### src/rtl/des_pkg.sv
// des_pkg: DES key-schedule tables, shift schedule, FSM encoding and 28-bit rotate helpers
package des_pkg;

    typedef enum logic [1:0] {IDLE, EMIT, FIN} state_t;

    localparam int PC1 [1:56] = '{
        57, 49, 41, 33, 25, 17,  9,
         1, 58, 50, 42, 34, 26, 18,
        10,  2, 59, 51, 43, 35, 27,
        19, 11,  3, 60, 52, 44, 36,
        63, 55, 47, 39, 31, 23, 15,
         7, 62, 54, 46, 38, 30, 22,
        14,  6, 61, 53, 45, 37, 29,
        21, 13,  5, 28, 20, 12,  4
    };

    localparam int PC2 [1:48] = '{
        14, 17, 11, 24,  1,  5,
         3, 28, 15,  6, 21, 10,
        23, 19, 12,  4, 26,  8,
        16,  7, 27, 20, 13,  2,
        41, 52, 31, 37, 47, 55,
        30, 40, 51, 45, 33, 48,
        44, 49, 39, 56, 34, 53,
        46, 42, 50, 36, 29, 32
    };

    // Shift schedule SH[1:16]: bit n-1 is set when round n rotates by two, clear when by one
    localparam logic [15:0] SH = 16'h7EFC;

    // Round number mod 16 (round 16 encoded as 0) selects its shift amount
    function automatic logic sh_two(input logic [3:0] n);
        return SH[n - 4'd1];
    endfunction

    function automatic logic [1:28] rotl28(input logic [1:28] x, input logic two);
        return two ? {x[3:28], x[1:2]} : {x[2:28], x[1]};
    endfunction

    function automatic logic [1:28] rotr28(input logic [1:28] x, input logic two);
        return two ? {x[27:28], x[1:26]} : {x[28], x[1:27]};
    endfunction

endpackage

### src/rtl/des_key_sched_seq_if.sv
// des_key_sched_seq_if: subkey stream from the key schedule to the round engine
interface des_key_sched_seq_if;
    logic [1:48] subkey;
    logic        subkey_valid;
    logic        subkey_ready;
    logic [4:0]  key_round;

    modport master (output subkey, subkey_valid, key_round, input subkey_ready);
    modport slave  (input subkey, subkey_valid, key_round, output subkey_ready);
endinterface

### src/rtl/des_pc2.sv
// des_pc2: combinational PC2 permutation of the 56-bit C/D pair into a 48-bit round subkey
module des_pc2
    import des_pkg::*;
(
    input  logic [1:56] cd,
    output logic [1:48] k
);
    logic unused_cd;

    for (genvar i = 1; i <= 48; i++) begin : g_pc2
        assign k[i] = cd[PC2[i]];
    end

    assign unused_cd = ^{cd[9], cd[18], cd[22], cd[25], cd[35], cd[38], cd[43], cd[54]};
endmodule

### src/rtl/des_key_sched_seq.sv
// des_key_sched_seq: emits the 16 DES round subkeys one per handshake, forward or reversed
module des_key_sched_seq
    import des_pkg::*;
(
    input  logic        clk,
    input  logic        rst,
    input  logic        start,
    input  logic        decrypt,
    input  logic [1:64] key,
    output logic        busy,
    output logic        done,
    des_key_sched_seq_if.master sk
);
    state_t      state_q, state_d;
    logic [1:28] c_q, c_d, d_q, d_d;
    logic [4:0]  step_q, step_d;
    logic        dec_q, dec_d;
    logic [1:56] pc1_k;
    logic [1:48] subkey;
    logic [4:0]  round;
    logic [3:0]  sh_idx;
    logic        valid, two, unused_parity;

    for (genvar i = 1; i <= 56; i++) begin : g_pc1
        assign pc1_k[i] = key[PC1[i]];
    end

    assign unused_parity = ^{key[8], key[16], key[24], key[32], key[40], key[48], key[56], key[64]};

    des_pc2 u_pc2 (.cd({c_q, d_q}), .k(subkey));

    // EMIT step 0 is the load cycle, so the first subkey lands one full cycle after the start edge
    assign valid           = state_q == EMIT && step_q != 5'd0;
    assign round           = valid ? (dec_q ? 5'd17 - step_q : step_q) : 5'd0;
    assign sh_idx          = dec_q ? round[3:0] : round[3:0] + 4'd1;
    assign two             = sh_two(sh_idx);
    assign sk.subkey       = subkey;
    assign sk.subkey_valid = valid;
    assign sk.key_round    = round;
    assign busy            = state_q == EMIT;
    assign done            = state_q == FIN;

    // Next state: load halves on start, rotate toward the next round on each accepted subkey
    always_comb begin
        state_d = state_q;
        c_d     = c_q;
        d_d     = d_q;
        step_d  = step_q;
        dec_d   = dec_q;
        case (state_q)
            IDLE: if (start) begin
                state_d = EMIT;
                step_d  = 5'd0;
                dec_d   = decrypt;
                c_d     = decrypt ? pc1_k[1:28] : rotl28(pc1_k[1:28], 1'b0);
                d_d     = decrypt ? pc1_k[29:56] : rotl28(pc1_k[29:56], 1'b0);
            end
            EMIT: if (step_q == 5'd0) begin
                step_d = 5'd1;
            end else if (sk.subkey_ready) begin
                if (step_q == 5'd16) begin
                    state_d = FIN;
                    step_d  = 5'd0;
                end else begin
                    step_d = step_q + 5'd1;
                    c_d    = dec_q ? rotr28(c_q, two) : rotl28(c_q, two);
                    d_d    = dec_q ? rotr28(d_q, two) : rotl28(d_q, two);
                end
            end
            default: state_d = IDLE;
        endcase
    end

    // State and key-half registers, cleared asynchronously
    always_ff @(posedge clk or posedge rst) begin
        if (rst) begin
            state_q <= IDLE;
            c_q     <= '0;
            d_q     <= '0;
            step_q  <= '0;
            dec_q   <= 1'b0;
        end else begin
            state_q <= state_d;
            c_q     <= c_d;
            d_q     <= d_d;
            step_q  <= step_d;
            dec_q   <= dec_d;
        end
    end
endmodule
### src/flat_wrapper.sv
// flat-port wrapper written by rule: the top's interface ports become plain ports
module des_key_sched_seq_flat import des_pkg::*;
  (clk, rst, start, decrypt, key, busy, done, sk_subkey, sk_subkey_valid, sk_key_round, sk_subkey_ready);
  des_key_sched_seq_if sk_i ();
  input  logic clk;
  input  logic rst;
  input  logic start;
  input  logic decrypt;
  input  logic [1:64] key;
  output logic busy;
  output logic done;
  output wire logic [$bits(sk_i.subkey)-1:0] sk_subkey;
  output wire logic [$bits(sk_i.subkey_valid)-1:0] sk_subkey_valid;
  output wire logic [$bits(sk_i.key_round)-1:0] sk_key_round;
  input wire logic [$bits(sk_i.subkey_ready)-1:0] sk_subkey_ready;
  assign sk_subkey = sk_i.subkey;
  assign sk_subkey_valid = sk_i.subkey_valid;
  assign sk_key_round = sk_i.key_round;
  assign sk_i.subkey_ready = sk_subkey_ready;
  des_key_sched_seq u_core (.clk(clk), .rst(rst), .start(start), .decrypt(decrypt), .key(key), .busy(busy), .done(done), .sk(sk_i));
endmodule
### config.mk
export PLATFORM = sky130hd
export DESIGN_NAME = des_key_sched_seq_flat
export DESIGN_NICKNAME = d
export VERILOG_FILES = /design/src/rtl/des_pkg.sv /design/src/rtl/des_key_sched_seq_if.sv /design/src/rtl/des_pc2.sv /design/src/rtl/des_key_sched_seq.sv /design/src/flat_wrapper.sv
export SDC_FILE = /design/constraint.sdc
export NUM_CORES = 1
export LEC_CHECK = 0
export ABC_AREA = 1
export CAP_MARGIN = 10
export CORE_AREA = 2 2 104 106
export DETAILED_ROUTE_END_ITERATION = 12
export DIE_AREA = 0 0 106 108
export PLACE_DENSITY = 0.86
export SKIP_CTS_REPAIR_TIMING = 1
export SLEW_MARGIN = 20
export SYNTH_ARGS = -nofsm -noshare
export SYNTH_HDL_FRONTEND = slang
export SYNTH_HIERARCHICAL = 1
export SYNTH_SLANG_ARGS = --single-unit
### constraint.sdc
create_clock -name clk -period 5.15 [get_ports clk]
set_input_delay 0.515 -clock clk [delete_from_list [all_inputs] [get_ports clk]]
set_output_delay 0.515 -clock clk [all_outputs]
set_load 0.05 [all_outputs]
run_1/layer_met3.png
Scale bar: 20 um.
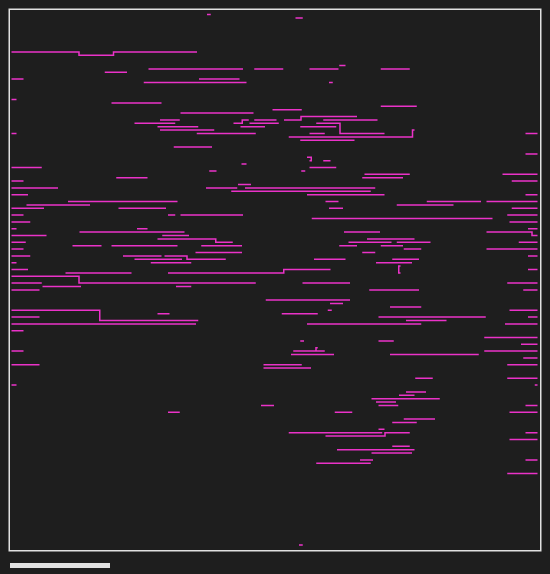
wire length on this layer: 1400 um
longest straight run: 36.6 um
Routed WL: 15590 um
met3 usage: 4.521%
routed via count: 6233

run_1/placement_by_type.png
Fill, decap, tap and diode cells in gray.
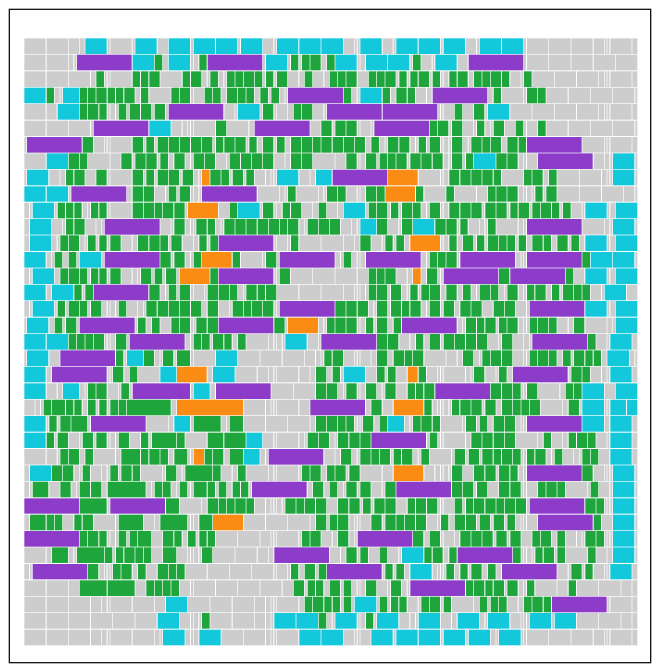
| class | color | cells | share of their area |
|---|---|---|---|
| clock drivers and dummy loads | orange | 16 | 3.1% |
| combinational and other logic | green | 731 | 52% |
| remaining buffers and delay cells | cyan | 128 | 19% |
| sequential cells | purple | 64 | 25% |

run_1/layer_met1.png
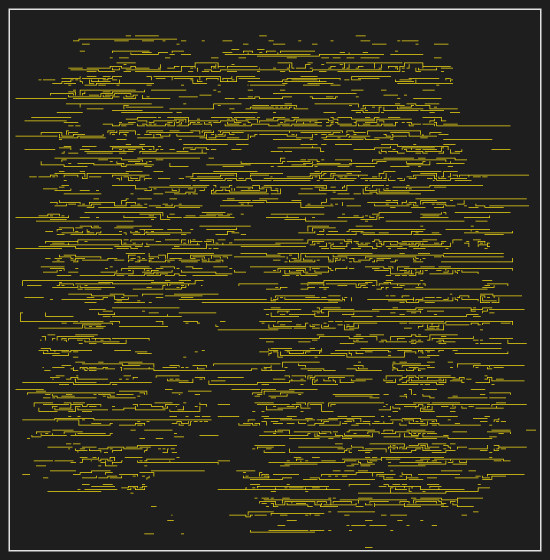
longest straight run: 28.1 um
share of all routed wire: 43%
main direction: horizontal
wire length on this layer: 6740 um
met1 Use GR: 37.73%

run_1/metal_density.png
Scale bar: 20 um. 21 x 22 tiles, from dark blue (low) to red (high), scaled to the fullest tile. Values are wire area over tile area, all layers added.
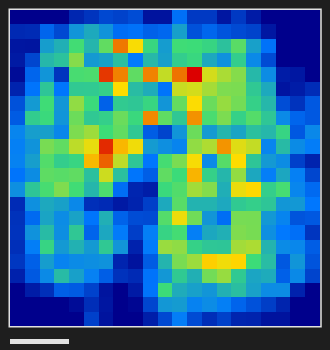
mean over tiles: 0.23
tiles over half the peak: 22%
nearly empty tiles: 8.2%
fullest tile: 0.68
emptiest ninth of the die: lower left

==> reports/metrics.cfg, run 1 <==
[run_status]
outcome=finished clean

[timing]
hold_violations=0
final.min_clock_period_ns=3.569
finClkSkew_ns=0.01011
whs_ns=0.5539
slew_headroom_pct=40.33
fin_ws_ns=1.581

[synth]
ys_cells=911
synthArstFlopShare_pct=100.0
synth.area.mux_share_pct=0
netlist_area_mm2=0.005652
ys_types=28
syn_inst=911

[final_layout]
fillers=975
final-instance-count-excl-fill=1075
signal_buffers=128
buf_share_pct=18.95
clkbuf_count=13
seq_area_mm2=0.001603
clk_share_pct=3.025
lay_top_count=nand3_1
nets=1010
syn2layout_area_growth_pct=16.38
largestClassByArea=combinational gates
lay_top_cells=nand3_1, nand2_1, nor2_1

[floorplanning]
fp_util_pct=55.24
die_h_um=108
io_pins=125
core_area_mm2=0.01023
taps=136

[worst_setup_path]
crit_family=simple AND/OR/NAND/NOR gates
slowest_stage=buf_4
required_ns=5.40

[routing]
dr.first_iter.drc_count=549
wl_per_cell_um=14.50

[global_routing]
track_usage_pct=27.04
grt_overflow_total=0
grt_start_max_net_pins=67

[job]
cap_violations=0

[place]
post-place-ws_ns=1.659
routabilityCongestion=0.8396

[clock_network]
clkSlewWorstSetupHoldPaths_ns=0.08
h-tree-depth=3
clk_latency_ns=0.34

[run 1: logic make-up after synthesis]
logic type	Yosys count
flops	64
simple gates	571
buf+inv	144
xor+xnor	1
fa+ha+maj	7
compound gates	124
[run 1: synthesized netlist by cell type (all sizes together) (4+ instances only)]
cell / n / area share, %
buf: 85 / 10
dfrtp: 64 / 28
nor3: 4 / 0.35
nand3: 238 / 21
a21oi: 116 / 10
ha: 7 / 1.5
nand2: 197 / 13
clkbuf: 31 / 2.1
o21ai: 7 / 0.62
inv: 28 / 1.9
nor2: 125 / 8.8
[run 1: flip-flops by register name, summed over array words and instances, names as in the netlist]
name	flops
u_core/c_q	28
u_core/d_q	28
u_core/step_q	5
u_core/state_q	2
u_core/dec_q	1
[run 1: routing by layer]
layer | share of wire, % | up-vias | global-route usage, %
met5 | 0 | - | 0
met4 | 1.6 | 0 | 8.271
met3 | 9.0 | 21 | 4.521
met2 | 46 | 319 | 43.32
met1 | 43 | 2844 | 37.73
li1 | - | 3049 | -
[run 1: final timing paths]
kind,start,endpoint,cells after the start
min in group asynchronous,rst,u_core/d_q[19],3
worst min register to register,u_core/d_q[15],u_core/d_q[15],2
worst max-delay path,u_core/dec_q,u_core/d_q[9],18
max in group asynchronous,rst,u_core/dec_q,3
worst min-delay path,u_core/d_q[15],u_core/d_q[15],2
worst max register to register,u_core/dec_q,u_core/d_q[9],18
run_1/clocks.png
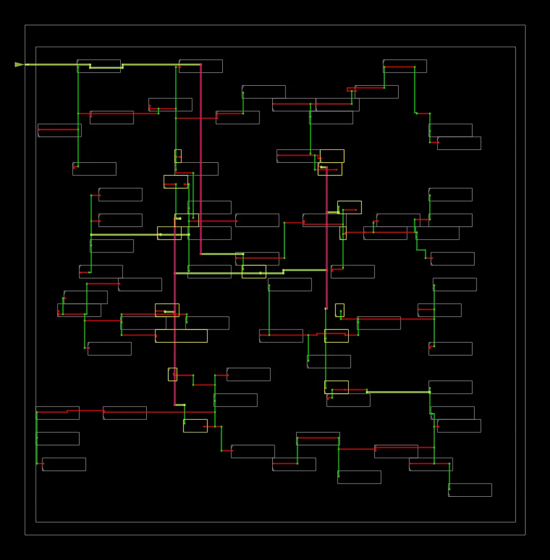

## Run 2: what changed since run 1
--- a/config.mk
+++ b/config.mk
@@ -7,10 +7,10 @@
 export LEC_CHECK = 0
 export ABC_AREA = 1
 export CAP_MARGIN = 10
-export CORE_AREA = 2 2 104 106
+export CORE_AREA = 2 2 108 110
 export DETAILED_ROUTE_END_ITERATION = 12
-export DIE_AREA = 0 0 106 108
-export PLACE_DENSITY = 0.86
+export DIE_AREA = 0 0 110 112
+export PLACE_DENSITY = 0.8
 export SKIP_CTS_REPAIR_TIMING = 1
 export SLEW_MARGIN = 20
 export SYNTH_ARGS = -nofsm -noshare
==> constraint.sdc (replaced) <==
create_clock -name clk -period 3.55 [get_ports clk]
set_input_delay 0.355 -clock clk [delete_from_list [all_inputs] [get_ports clk]]
set_output_delay 0.355 -clock clk [all_outputs]
set_load 0.05 [all_outputs]
run_2/clocks.png
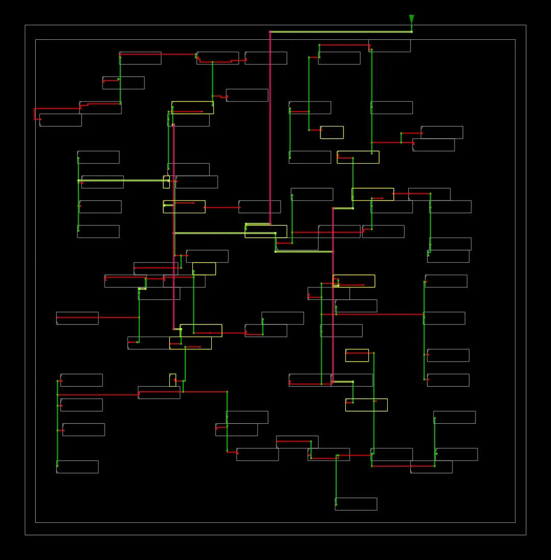
Num CTS Buffers: 9
Late-Pin Clk Latency: 0.33 ns

run_2/placement_by_type.png
Fill, decap, tap and diode cells in gray.
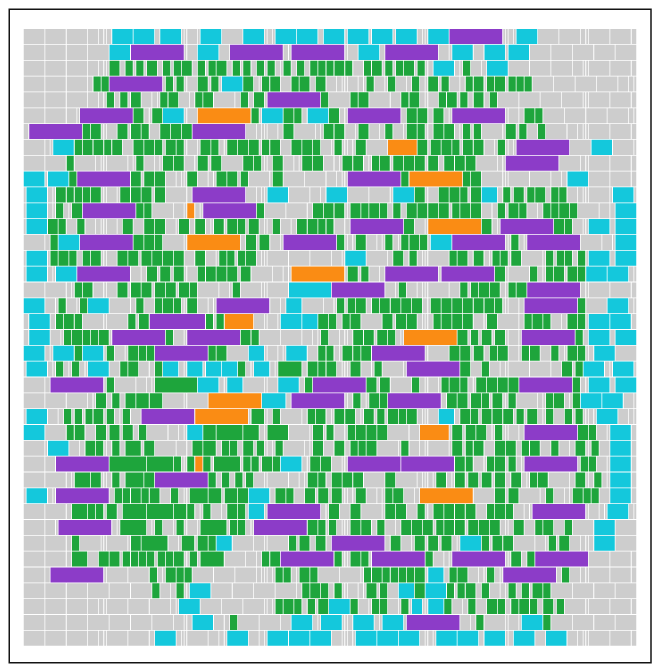
| class | color | cells | share of their area |
|---|---|---|---|
| clock drivers and dummy loads | orange | 14 | 4.2% |
| combinational and other logic | green | 731 | 51% |
| sequential cells | purple | 64 | 24% |
| remaining buffers and delay cells | cyan | 135 | 20% |

==> run 2 against run 1 <==
Net effect:
- core utilization down 4.0 points
- non-clock buffer count up 7
- global-route usage down 1.7 points
- via count down 1.6%
- register-to-register slack worse by 1.2 ns
- critical endpoint is now u_core/d_q[7]
- cell count up 1.1%
- setup slack worse by 1.2 ns
- fmax up 13%
==> reports/metrics.cfg, run 2 <==
[routing]
dr.first_iter.drc_count=453  ; -17%
wirelength_um=15630  ; +0.30%
num_vias=6133  ; -1.6%
wl_per_cell_um=14.38  ; -0.81%

[synth]
netlist_area_mm2=0.005652  ; unchanged
ys_types=28  ; unchanged
top_cell=nand3_1
ys_top_cells_by_count=nand3_1, nand2_1, nor2_1, a21oi_1, dfrtp_1
netlist.area_leader.share_pct=28.34  ; unchanged
ys_cells=911  ; unchanged
synthArstFlopShare_pct=100.0  ; unchanged
syn_inst=911  ; unchanged

[worst_setup_path]
slowest_stage=dfrtp_1
r2r_start=u_core/step_q[0]
required_ns=3.80  ; -1.60 ns
cp-startpoint=u_core/step_q[0]
rr_endpoint=u_core/d_q[7]
crit_path_end=u_core/d_q[7]
r2r_cells=17  ; -1
path_class=register to register

[timing]
slew_headroom_pct=55.67  ; +15 points
final.min_clock_period_ns=3.158  ; -0.4113 ns
finalCritPeriodShare_pct=88.95
finalSetupViolCount=0
finClkSkew_ns=0.007490  ; -0.002617 ns

[clock_network]
clock_tree.root_cell=clkbuf_16
clockBufferDepth=2
clkSlewWorstSetupHoldPaths_ns=0.05  ; -0.03 ns
h-tree-depth=3  ; unchanged

[floorplanning]
core_area_mm2=0.01117  ; +9.2%
io_pins=125  ; unchanged
die_x_um=110
die_h_um=112  ; +3.7%

[global_routing]
track_usage_pct=25.32  ; -1.7 points
grt_start_max_net_pins=65  ; -3.0%
grt_overflow_total=0  ; unchanged

[final_layout]
syn2layout_area_growth_pct=19.24
reg_top3=u_core/c_q x28, u_core/d_q x28, u_core/step_q x5
nets=1017  ; +0.69%
lay_top_count=nand3_1

[run_status]
outcome=finished clean

[place]
routabilityCongestion=0.8696  ; +3.6%

[run 2: cells by family after synthesis]
kind of cell	Yosys count	share of synthesized area [%]
buffers and inverters	144	14.26
XOR/XNOR	1	0.1550
AND-OR/OR-AND	124	11.03
flip-flops	64	28.34
adder cells (fa/ha/maj)	7	1.550
AND/OR/NAND/NOR	571	44.68
[run 2: through the flow]
| step | setup slack, ns | instances | utilization, % | hold slack [ns] |
|---|---|---|---|---|
| finish | 0.3924 | 1087 | 60.31 | 0.3554 |
| global route | 0.03353 | 1087 | 60.31 | 0.4027 |
| CTS | 0.2862 | 1087 | 60.23 | 0.3667 |
| detailed placement | 0.2982 | 1073 | 57.78 | 0.5534 |
| global placement | 0.3549 | 1073 | 57.78 | 0.5375 |
| floorplan | 0.02069 | 911 | - | 0.5181 |
[run 2: routing by layer]
metal | share of wire (%) | up-vias | track usage [%] | wire length [um]
met5 | 0 | - | 0 | 0
met4 | 2.0 | 0 | 8.186 | 318
met3 | 8.1 | 26 | 3.923 | 1273
met2 | 45 | 262 | 38.65 | 7004
met1 | 45 | 2776 | 36.51 | 7035
li1 | - | 3069 | - | -
[run 2: worst max-delay path, delay by kind of cell (launching register included)]
family / cells / cell delay (ns)
buffers and inverters: 3 / 0.59
adders and majority gates: 3 / 0.77
DFF: 1 / 0.42
and+or+nand+nor: 9 / 1.11
AOI/OAI and AO/OA: 2 / 0.20
[run 2: cell type report]
cell class | count | share of cell area, %
multi-input cells | 703 | 48.38
flip-flops and latches | 64 | 23.78
repair buffers | 135 | 19.51
clock buffers | 14 | 4.066
well taps | 143 | 2.655
inverters | 28 | 1.597
